### Nets reached from selected ports, run 1

(2 px per um)
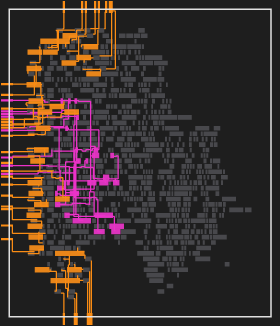
### Cells by drive strength, run 1

(2 px per um)
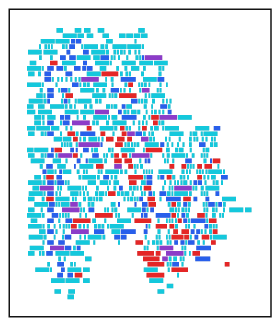
### Cell placement, run 1

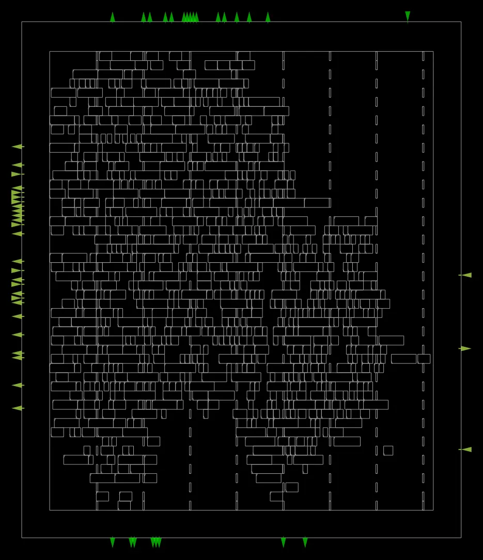
**src/rtl/uart_imem_loader_pkg.sv**
```systemverilog
// Shared definitions for the UART instruction-memory loader: FSM states,
// frame header and word geometry.
package uart_imem_loader_pkg;

    typedef enum logic [2:0] {
        IDLE = 3'd0,
        LEN  = 3'd1,
        DATA = 3'd2,
        CHK  = 3'd3,
        DONE = 3'd4,
        ERR  = 3'd5
    } state_t;

    localparam logic [7:0] HEADER         = 8'hA5;
    localparam int         BYTES_PER_WORD = 4;

    // Running payload checksum: plain modulo-256 byte sum.
    function automatic logic [7:0] add_byte(input logic [7:0] sum, input logic [7:0] b);
        return 8'(sum + b);
    endfunction

endpackage

```
**src/rtl/uart_imem_loader.sv**
```systemverilog
// Receives a framed program image over a UART byte stream and writes it into
// instruction memory word by word, holding the CPU until a good load completes.
module uart_imem_loader
    import uart_imem_loader_pkg::*;
#(
    parameter int DATA_WIDTH     = 32,
    parameter int ADDR_WIDTH     = 6,
    parameter int TIMEOUT_CYCLES = 1_000_000
) (
    input  logic                  clk,
    input  logic                  rst,
    input  logic [7:0]            rx_data,
    input  logic                  rx_valid,
    output logic [ADDR_WIDTH-1:0] mem_addr,
    output logic [DATA_WIDTH-1:0] mem_data,
    output logic                  mem_we,
    output logic                  cpu_hold,
    output logic                  done,
    output logic                  err
);

    localparam int              DEPTH     = 2 ** ADDR_WIDTH;
    localparam int              TMO_W     = $clog2(TIMEOUT_CYCLES + 1);
    localparam int              BIDX_W    = $clog2(BYTES_PER_WORD);
    localparam logic [TMO_W-1:0]  TMO_LIMIT = TMO_W'(TIMEOUT_CYCLES);
    localparam logic [BIDX_W-1:0] LAST_BYTE = BIDX_W'(BYTES_PER_WORD - 1);

    state_t                state, state_next;
    logic [7:0]            len, len_next;
    logic [7:0]            word_cnt, word_cnt_next;
    logic [BIDX_W-1:0]     byte_idx, byte_idx_next;
    logic [7:0]            chk, chk_next;
    logic [TMO_W-1:0]      tmo_cnt, tmo_next;
    logic [ADDR_WIDTH-1:0] addr_next;
    logic [DATA_WIDTH-1:0] data_next;
    logic                  we_next;
    logic                  hold_next, done_next, err_next;
    logic                  tmo_run, tmo_hit, len_ok, last_word;

    // Next-state, datapath and registered-output next values.
    always_comb begin
        state_next    = state;
        len_next      = len;
        word_cnt_next = word_cnt;
        byte_idx_next = byte_idx;
        chk_next      = chk;
        addr_next     = mem_addr;
        data_next     = mem_data;
        we_next       = 1'b0;

        tmo_run   = (state == LEN) || (state == DATA) || (state == CHK);
        tmo_next  = (tmo_run && !rx_valid) ? TMO_W'(tmo_cnt + TMO_W'(1)) : '0;
        tmo_hit   = tmo_run && !rx_valid && (tmo_next == TMO_LIMIT);
        len_ok    = (rx_data != 8'd0) && (32'(rx_data) <= 32'(DEPTH));
        last_word = (8'(word_cnt + 8'd1) == len);

        case (state)
            IDLE: begin
                if (rx_valid && (rx_data == HEADER)) begin
                    state_next    = LEN;
                    addr_next     = '0;
                    word_cnt_next = 8'd0;
                    byte_idx_next = '0;
                    chk_next      = 8'd0;
                end else begin
                    state_next = IDLE;
                end
            end
            LEN: begin
                if (rx_valid) begin
                    if (len_ok) begin
                        len_next   = rx_data;
                        state_next = DATA;
                    end else begin
                        state_next = ERR;
                    end
                end else if (tmo_hit) begin
                    state_next = ERR;
                end else begin
                    state_next = LEN;
                end
            end
            DATA: begin
                // The write pulse of the last word is the final DATA cycle.
                if (mem_we) begin
                    addr_next     = ADDR_WIDTH'(mem_addr + ADDR_WIDTH'(1));
                    word_cnt_next = 8'(word_cnt + 8'd1);
                end else begin
                    addr_next = mem_addr;
                end
                if (mem_we && last_word) begin
                    state_next = CHK;
                end else if (rx_valid) begin
                    data_next[{byte_idx, 3'b000} +: 8] = rx_data;
                    chk_next      = add_byte(chk, rx_data);
                    byte_idx_next = BIDX_W'(byte_idx + BIDX_W'(1));
                    we_next       = (byte_idx == LAST_BYTE);
                end else if (tmo_hit) begin
                    state_next = ERR;
                end else begin
                    state_next = DATA;
                end
            end
            CHK: begin
                if (rx_valid) begin
                    state_next = (rx_data == chk) ? DONE : ERR;
                end else if (tmo_hit) begin
                    state_next = ERR;
                end else begin
                    state_next = CHK;
                end
            end
            DONE: begin
                state_next = DONE;
            end
            ERR: begin
                if (rx_valid && (rx_data == HEADER)) begin
                    state_next    = LEN;
                    addr_next     = '0;
                    word_cnt_next = 8'd0;
                    byte_idx_next = '0;
                    chk_next      = 8'd0;
                end else begin
                    state_next = ERR;
                end
            end
            default: begin
                state_next = IDLE;
            end
        endcase

        hold_next = (state_next != DONE);
        done_next = (state_next == DONE);
        err_next  = (state_next == ERR);
    end

    // State, datapath and output registers with synchronous reset.
    always_ff @(posedge clk) begin
        if (rst) begin
            state    <= IDLE;
            len      <= 8'd0;
            word_cnt <= 8'd0;
            byte_idx <= '0;
            chk      <= 8'd0;
            tmo_cnt  <= '0;
            mem_addr <= '0;
            mem_data <= '0;
            mem_we   <= 1'b0;
            cpu_hold <= 1'b1;
            done     <= 1'b0;
            err      <= 1'b0;
        end else begin
            state    <= state_next;
            len      <= len_next;
            word_cnt <= word_cnt_next;
            byte_idx <= byte_idx_next;
            chk      <= chk_next;
            tmo_cnt  <= tmo_next;
            mem_addr <= addr_next;
            mem_data <= data_next;
            mem_we   <= we_next;
            cpu_hold <= hold_next;
            done     <= done_next;
            err      <= err_next;
        end
    end

endmodule

```
**config.mk**
```make
export PLATFORM = sky130hd
export DESIGN_NAME = uart_imem_loader
export DESIGN_NICKNAME = d
export VERILOG_FILES = /design/src/rtl/uart_imem_loader_pkg.sv /design/src/rtl/uart_imem_loader.sv
export SDC_FILE = /design/constraint.sdc
export NUM_CORES = 1
export LEC_CHECK = 0
export ABC_AREA = 1
export CORE_ASPECT_RATIO = 1.2
export CORE_MARGIN = 8
export CORE_UTILIZATION = 33
export DETAILED_ROUTE_END_ITERATION = 8
export GPL_ROUTABILITY_DRIVEN = 0
export GPL_TIMING_DRIVEN = 0
export REMOVE_ABC_BUFFERS = 1
export SKIP_CTS_REPAIR_TIMING = 1
export SYNTH_ARGS = -nofsm -noshare
export SYNTH_HDL_FRONTEND = slang
export SYNTH_SLANG_ARGS = --single-unit
```
**constraint.sdc**
```tcl
create_clock -name clk -period 2.3 [get_ports clk]
set_clock_uncertainty 0.2 [all_clocks]
set_input_delay 0.575 -clock clk [delete_from_list [all_inputs] [get_ports clk]]
set_output_delay 0.575 -clock clk [all_outputs]
set_load 0.01 [all_outputs]
```
==> impl_metrics.yaml, run 1 <==
# yosys + openroad results
outcome:
  status: "finished, violations left"
  failed_checks: "setup timing"
route:
  num_vias: 4861
  avgViaCountPerCell: 4.71
  routedWlPerCell_um: 13.3
  postRouteAntennaNets: 0
  drt_wl_total_mm: 13.8
  drt_iter0_drc: 217
  firstDrtPassIters: 4
setup_path:
  critPathSlowestCell: "dfxtp_4"
  critPathTopFamily: "simple AND/OR/NAND/NOR gates"
  path_buffers: 1
  start_kind: "register"
  critPathRequiredTime_ns: 2.35
  critical_path_class: "register to register"
  critPathMaxFanout: 8
  end_kind: "register"
  max_stage_delay_ns: 0.39
  arrival_ns: 2.46
  crit_chain: "ha_4, nand4_1, o21ai_1, nand2_2, o21ai_1, nor2_1, nand3_2, nand2_4, nor2_4, buf_12, nand2_4, nand2_1, a21oi_2"
timing:
  finalCritPeriodShare: 1.05
  slew_viol_final: 0
  finalHoldViolations: 0
  rsz0062_at_grt: "yes"
  max_freq_mhz: 415
  relSlewSlack: 0.597
  fin_crit_ns: 2.41
  setup_viol_count_final: 37
  setup_slack_ns: -0.109
  tightest_slew_ns: 0.605
cts:
  cts_buffers: 9
  cts-root-buf: "clkbuf_16"
  clock_sinks: 91
  worstSkewPairLatency_ns: 0.36
  cts.htree.levels: 3
  cts_tree: "done"
  cts_buffer_depth: 2
grt:
  grt_pass1_wl_mm: 21.6
  grtUsageMet2: 0.226
  track_usage: 0.134
  grt.busiest_layer: "met2"
  use_met1: 0.155
  grt_pass1_vias: 4474
  grt_max_degree: 40
  grtUsageMet3: 0.0299
  antenna_found_initial: 0
place:
  post-place-ws_ns: -1.17
  dp_cells: 984
  dp_hpwl_mm: 9.51
synth:
  yosysCellCount: 745
  synth-seq-area-share: 0.353
  synth_cells: 745
  avgSynthCellArea_um2: 6.93
  yosysChipArea_um2: 5160
  ys.flop_type: "dfxtp_1"
  ys_types: 41
  synth_top_cell_by_area: "dfxtp_1"
  top_area_frac: 0.353
  netlist_area_um2: 5160
  edf_count: 0
  synth_flops: 91
  yosys_warnings: 0
floorplanning:
  die_w_um: 130
  die_h_um: 153
  core_um2: 15500
  fp_util: 0.334
  die_area_um2: 19900
layout:
  nFillCells: 1581
  mostFrequentLayoutCells: "147 x nand2_1, 103 x nor2_1, 75 x dfxtp_1"
  antennaDiodeCount: 0
  finalNetCount: 846
  register_area_um2: 1860
  area_delta_synth_final_pct: 32.2
  combGateArea_um2: 3320
  drive_above_1_share: 0.265
pwr:
  total_power_mw: 3.25
  p_per_area_nw_per_um2: 477
  p_leak_nw: 2.49
  vdd_drop_max_uv: 314
run:
  warnings: 31
  drv_cap: 0
min_path:
  hp-class: "register to register"
Back to the opening pictures, 'Nets reached from selected ports':
Magenta shows `rx_data`, direction input, edge west, end cells 30, wire 824 um. Orange shows `mem_data`, direction output, edge 18 west, 8 north, 6 south, end cells 32, wire 978 um.
Port-buffer cells: 52
IO Pins: 53

Back to the opening pictures, 'Cells by drive strength':
Cyan shows x1 and smaller, cells 605, most used nand2_1. Red shows x3 and x4, cells 71, most used buf_4. Purple shows x6 and larger, cells 21, most used clkbuf_16. Blue shows x2, cells 126, most used nand3_2.

Back to the opening pictures, 'Cell placement':
row count: 50
final core utilization: 0.442
fin cells: 1031
seq_cells: 91

run 1: where the power goes:
| part | internal, mW | total, mW | switching [mW] |
|---|---|---|---|
| Combinational | 0.0393 | 0.124 | 0.0852 |
| Clock | 0.863 | 1.56 | 0.696 |
| Sequential | 1.57 | 1.57 | 0.000509 |
run 1: cell usage after synthesis (2+ instances only):
cell type  count
nand3_1       44
inv_2          6
nand2_1      173
buf_2          5
o21ai_0       29
o21bai_1       6
nand4_1       10
nor3b_1        2
or2_2          3
o21ai_1        4
a21oi_1       61
nor2_2         5
clkbuf_1      10
nor2_1       118
buf_12         2
clkinv_1       2
xor2_1         4
inv_1         70
nand2_2        8
nor2_4         5
nand3_2       35
nor3_1        12
ha_1          16
nor4_1         2
dfxtp_1       91
a21oi_2        6
buf_8          2
run 1: routing by layer:
| layer | part of all wire | vias up | wire, um |
|---|---|---|---|
| li1 | - | 2562 | - |
| met1 | 0.44 | 2210 | 6000 |
| met2 | 0.51 | 67 | 7030 |
| met3 | 0.032 | 22 | 434 |
| met4 | 0.021 | 0 | 288 |
| met5 | 0 | - | 0 |
run 1: worst register-to-register path, stage by stage (launching register included):
cell and delay, ns:
dfxtp_4 0.39, ha_4 0.15, nand4_1 0.13, o21ai_1 0.19
nand2_2 0.09, o21ai_1 0.13, nor2_1 0.07, nand3_2 0.12
nand2_4 0.10, nor2_4 0.25, buf_12 0.20, nand2_4 0.12
nand2_1 0.11, a21oi_2 0.05
run 1: final timing paths:
kind | from | end | slack, ns | cells past startpoint
max | word_cnt[0] | mem_data[4] | -0.11 | 13
min | tmo_cnt[0] | tmo_cnt[0] | 0.26 | 1
max reg2reg | word_cnt[0] | mem_data[4] | -0.11 | 13
min reg2reg | tmo_cnt[0] | tmo_cnt[0] | 0.26 | 1
run 1: layout make-up:
class / instances / share of cell area
multi-input cells: 559 / 0.487
clock inverters: 7 / 0.0125
repair buffers: 79 / 0.112
flip-flops and latches: 91 / 0.273
well taps: 208 / 0.0381
inverters: 78 / 0.0451
clock buffers: 9 / 0.0330
run 1: per-stage QoR:
stage                     hold WS [ns]  utilization  TNS, ns  instance area (um2)
after floorplan                  0.246            -   -18.48                 5000
after global placement           0.251        0.374  -143.53                 5790
after detailed placement         0.254        0.375   -62.31                 5800
after CTS                        0.263        0.395   -50.68                 6110
after global routing             0.274        0.442    -7.55                 6820
final                            0.260        0.442    -2.69                 6820
run 1: kinds of logic (layout without fill, tap and decap cells):
kind of cell,count (synthesis),count (layout),share of synthesized area
and+or+nand+nor,424,429,0.396
AOI/OAI and AO/OA,108,108,0.113
buffers and inverters,100,173,0.0868
DFF,91,91,0.353
adders and majority gates,17,17,0.0427
xor gates and xnor gates,5,5,0.00849
run 1: sequential cells by signal, summed over array words and instances, names as in the netlist, 2 cells and up:
register / flops
state: 3
tmo_cnt: 20
word_cnt: 8
len: 8
mem_data: 32
mem_addr: 6
byte_idx: 2
chk: 8
### Met1 routing, run 1

(4 px per um) Supply wires on this layer in grey. Cells faint in the background.
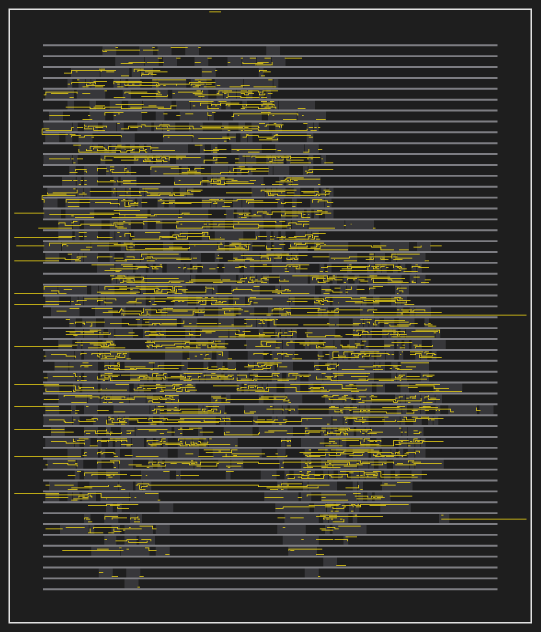

==> inputs of run 2 (changes only) <==
clock period = 3.1 ns   (was 2.3 ns; I/O delays follow)
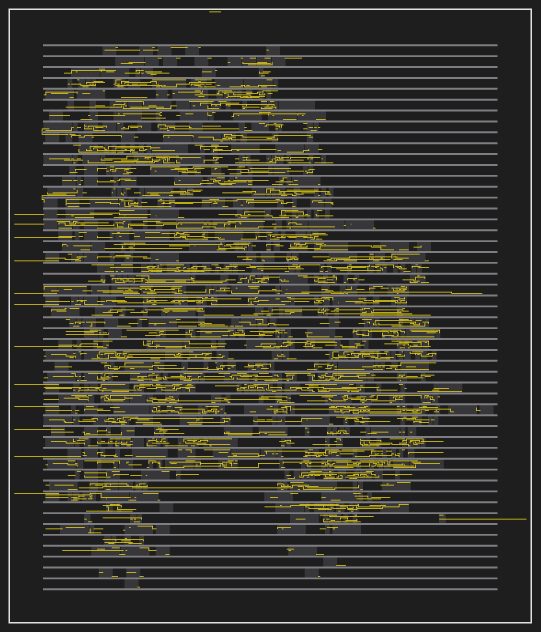
*Met1 routing, run 2*
(4 px per um) Supply wires on this layer in grey. Cells faint in the background.
The wires run mostly horizontal. The longest straight run is 40.0 um.

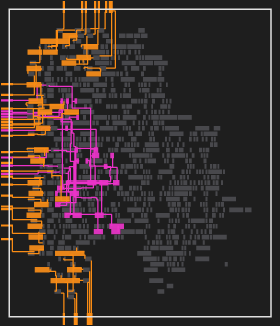
*Nets reached from selected ports, run 2*
(2 px per um)
Magenta shows `rx_data`, direction input, edge west, end cells 30, wire 824 um. Orange shows `mem_data`, direction output, edge 18 west, 8 north, 6 south, end cells 32, wire 983 um.

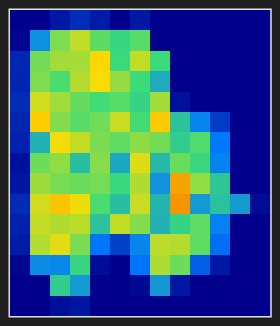
*Local utilization, run 2*
(2 px per um) 13 x 15 tiles, from dark blue (low) to red (high), 0 to 100% covered.
34% of the tiles are nearly empty. 3.1% of the tiles are over 75% full. The fullest tile reaches 83%. The emptiest ninth of the die: north-east. The densest ninth of the die: centre.

==> impl_metrics.yaml, run 2 <==
# yosys + openroad results
floorplanning:
  die_w_um: 130
  row_count: 50
  core_um2: 15500
  die_h_um: 153
  pin_count: 53
  fp_util: 0.334
  die_area_um2: 19900
synth:
  ys_types: 41
  synth_flops: 91
  top_cells_by_area: "dfxtp_1 35%, nand2_1 13%, nor2_1 8.6%, nand3_2 6.8%, a21oi_1 5.9%"
  yosysChipArea_um2: 5160
  synth_cells: 745
  synth-seq-area-share: 0.353
  avgSynthCellArea_um2: 6.93
  top_area_frac: 0.353
  edf_count: 0
  ys.flop_type: "dfxtp_1"
  synthArstFlopShare: 0
  synth_top_cell_by_count: "nand2_1"
  netlist_area_um2: 5160
  yosys_warnings: 0
  common_cells: "173 x nand2_1, 118 x nor2_1, 91 x dfxtp_1"
  yosysCellCount: 745
  synth_top_cell_by_area: "dfxtp_1"
grt:
  antenna_found_initial: 0
  overflow: 0
  grt_pass1_vias: 4474
  grt_pass1_wl_mm: 21.6
  track_usage: 0.134
  grt_max_degree: 40
cts:
  cts_tree: "done"
  cts_buffer_depth: 2
  clock_sinks: 91
  cts_buffers: 9
  cts.htree.levels: 3
  worstSkewPairLatency_ns: 0.36
  cts-root-buf: "clkbuf_16"
  clk_pin_slew_ns: 0.07
route:
  firstDrtPassIters: 4
  avgViaCountPerCell: 4.74
  num_vias: 4767
  drt_wl_total_mm: 13.1
  routedWlPerCell_um: 13.0
  drt_iter0_drc: 231
  drc: 0
  postRouteAntennaNets: 0
timing:
  finalCritPeriodShare: 0.929
  setup_viol_count_final: 0
  finalHoldViolations: 0
  slew_viol_final: 0
  relSlewSlack: 0.535
  max_freq_mhz: 347
  rsz0062_at_grt: "no"
  fin_crit_ns: 2.88
  fin_tns_setup_ns: 0
  tightest_slew_ns: 0.697
layout:
  area_delta_synth_final_pct: 19.6
  layout_top_cell: "nand2_1"
  combGateArea_um2: 2920
  regMostFlops: "mem_data"
  drive_above_1_share: 0.124
  antennaDiodeCount: 0
  register_area_um2: 1820
  reg.largest.list: "mem_data (32), tmo_cnt (20)"
  finalNetCount: 821
  largest_reg_flops: 32
  mostFrequentLayoutCells: "173 x nand2_1, 118 x nor2_1, 91 x dfxtp_1"
  nFillCells: 1645
place:
  port_buffers: 52
  dp_hpwl_mm: 9.51
run:
  drv_cap: 0
  warnings: 30
setup_path:
  r2r-start: "word_cnt[0]"
  critPathMaxFanout: 4
  critPathRequiredTime_ns: 3.15
  r2r_cells: 15
  crit_chain: "clkdlybuf4s50_1, ha_1, nand3_1, nand3_1, nand2_1, nand2_1, a21oi_1, nor2_1, o21ai_0, nand2_1, or2_2, a21oi_1, nor2_1"
  crit_top_cell: "nand2_1"
  end_kind: "register"
  arrival_ns: 2.93
  path_buffers: 1
  max_stage_delay_ns: 0.54
  critPathSlowestCell: "clkdlybuf4s50_1"
  reg2reg_slack_ns: 0.32
  start_kind: "input pin"
  critPathTopFamily: "simple AND/OR/NAND/NOR gates"
  reg2reg_to: "chk[0]"
  cp_num_cells: 13
  critical_path_class: "input pin to register"
pwr:
  p_leak_nw: 2.29
  vdd_drop_max_uv: 233
  p_per_area_nw_per_um2: 390
  total_power_mw: 2.41
min_path:
  hold_depth: 2
  hold_end: "mem_data[14]"
  min_from: "mem_data[14]"
  hp-class: "register to register"
outcome:
  status: "finished, final reports clean"
[run 2: power by group]
part           switching [mW]  internal [mW]
clock                   0.515          0.641
sequential           0.000330           1.17
combinational          0.0575         0.0252
[run 2: worst min-delay path: cells and delay by family, from the launching register on]
family,cells,cell delay (ns)
compound gates,1,0.05
flops,1,0.31
simple gates,1,0.06
[run 2: stage by stage]
step           instances  cell area, um2  utilization  setup slack (ns)  hold slack, ns
2_1_floorplan        723            5000            -             0.290           0.246
3_3_place_gp         983            5790        0.374             -2.10           0.251
3_5_place_dp         984            5800        0.375            -0.567           0.254
4_1_cts             1000            6110        0.395            -0.298           0.263
5_1_grt             1006            6170        0.399            0.0117           0.275
6_report            1006            6170        0.399             0.219           0.260
[run 2: final cells by class]
type / count / share of cell area
clock buffer: 9 / 0.0365
timing repair buffer: 56 / 0.0916
clock inverter: 7 / 0.0138
sequential: 91 / 0.295
inverter: 78 / 0.0478
multi-input combinational: 557 / 0.473
tap: 208 / 0.0422
[run 2: how the worst max path moves through the flow]
stage | end | startpoint
2_1_floorplan | byte_idx[1] | word_cnt[0]
3_3_place_gp | mem_addr[2] | rst
3_5_place_dp | err | rx_valid
4_1_cts | chk[0] | word_cnt[0]
5_1_grt | len[5] | rx_data[1]
6_report | chk[7] | rx_data[1]
[run 2: layer usage]
layer  GRT usage  vias up  share of wire  wire (um)
met4      0.0643        0          0.026        343
li1            -     2510              -          -
met5           0        -              0          0
met3      0.0299       24          0.034        443
met1       0.155     2163           0.45       5860
met2       0.226       70           0.49       6450
[run 2: cell families (layout without fill, tap and decap cells)]
family | count (synthesis) | after routing | synth area share
AOI/OAI and AO/OA | 108 | 108 | 0.113
DFF | 91 | 91 | 0.353
buffers and inverters | 100 | 150 | 0.0868
xor gates and xnor gates | 5 | 5 | 0.00849
adders and majority gates | 17 | 17 | 0.0427
and+or+nand+nor | 424 | 427 | 0.396
No activity file was given, so power comes from the tool's default toggle rates.
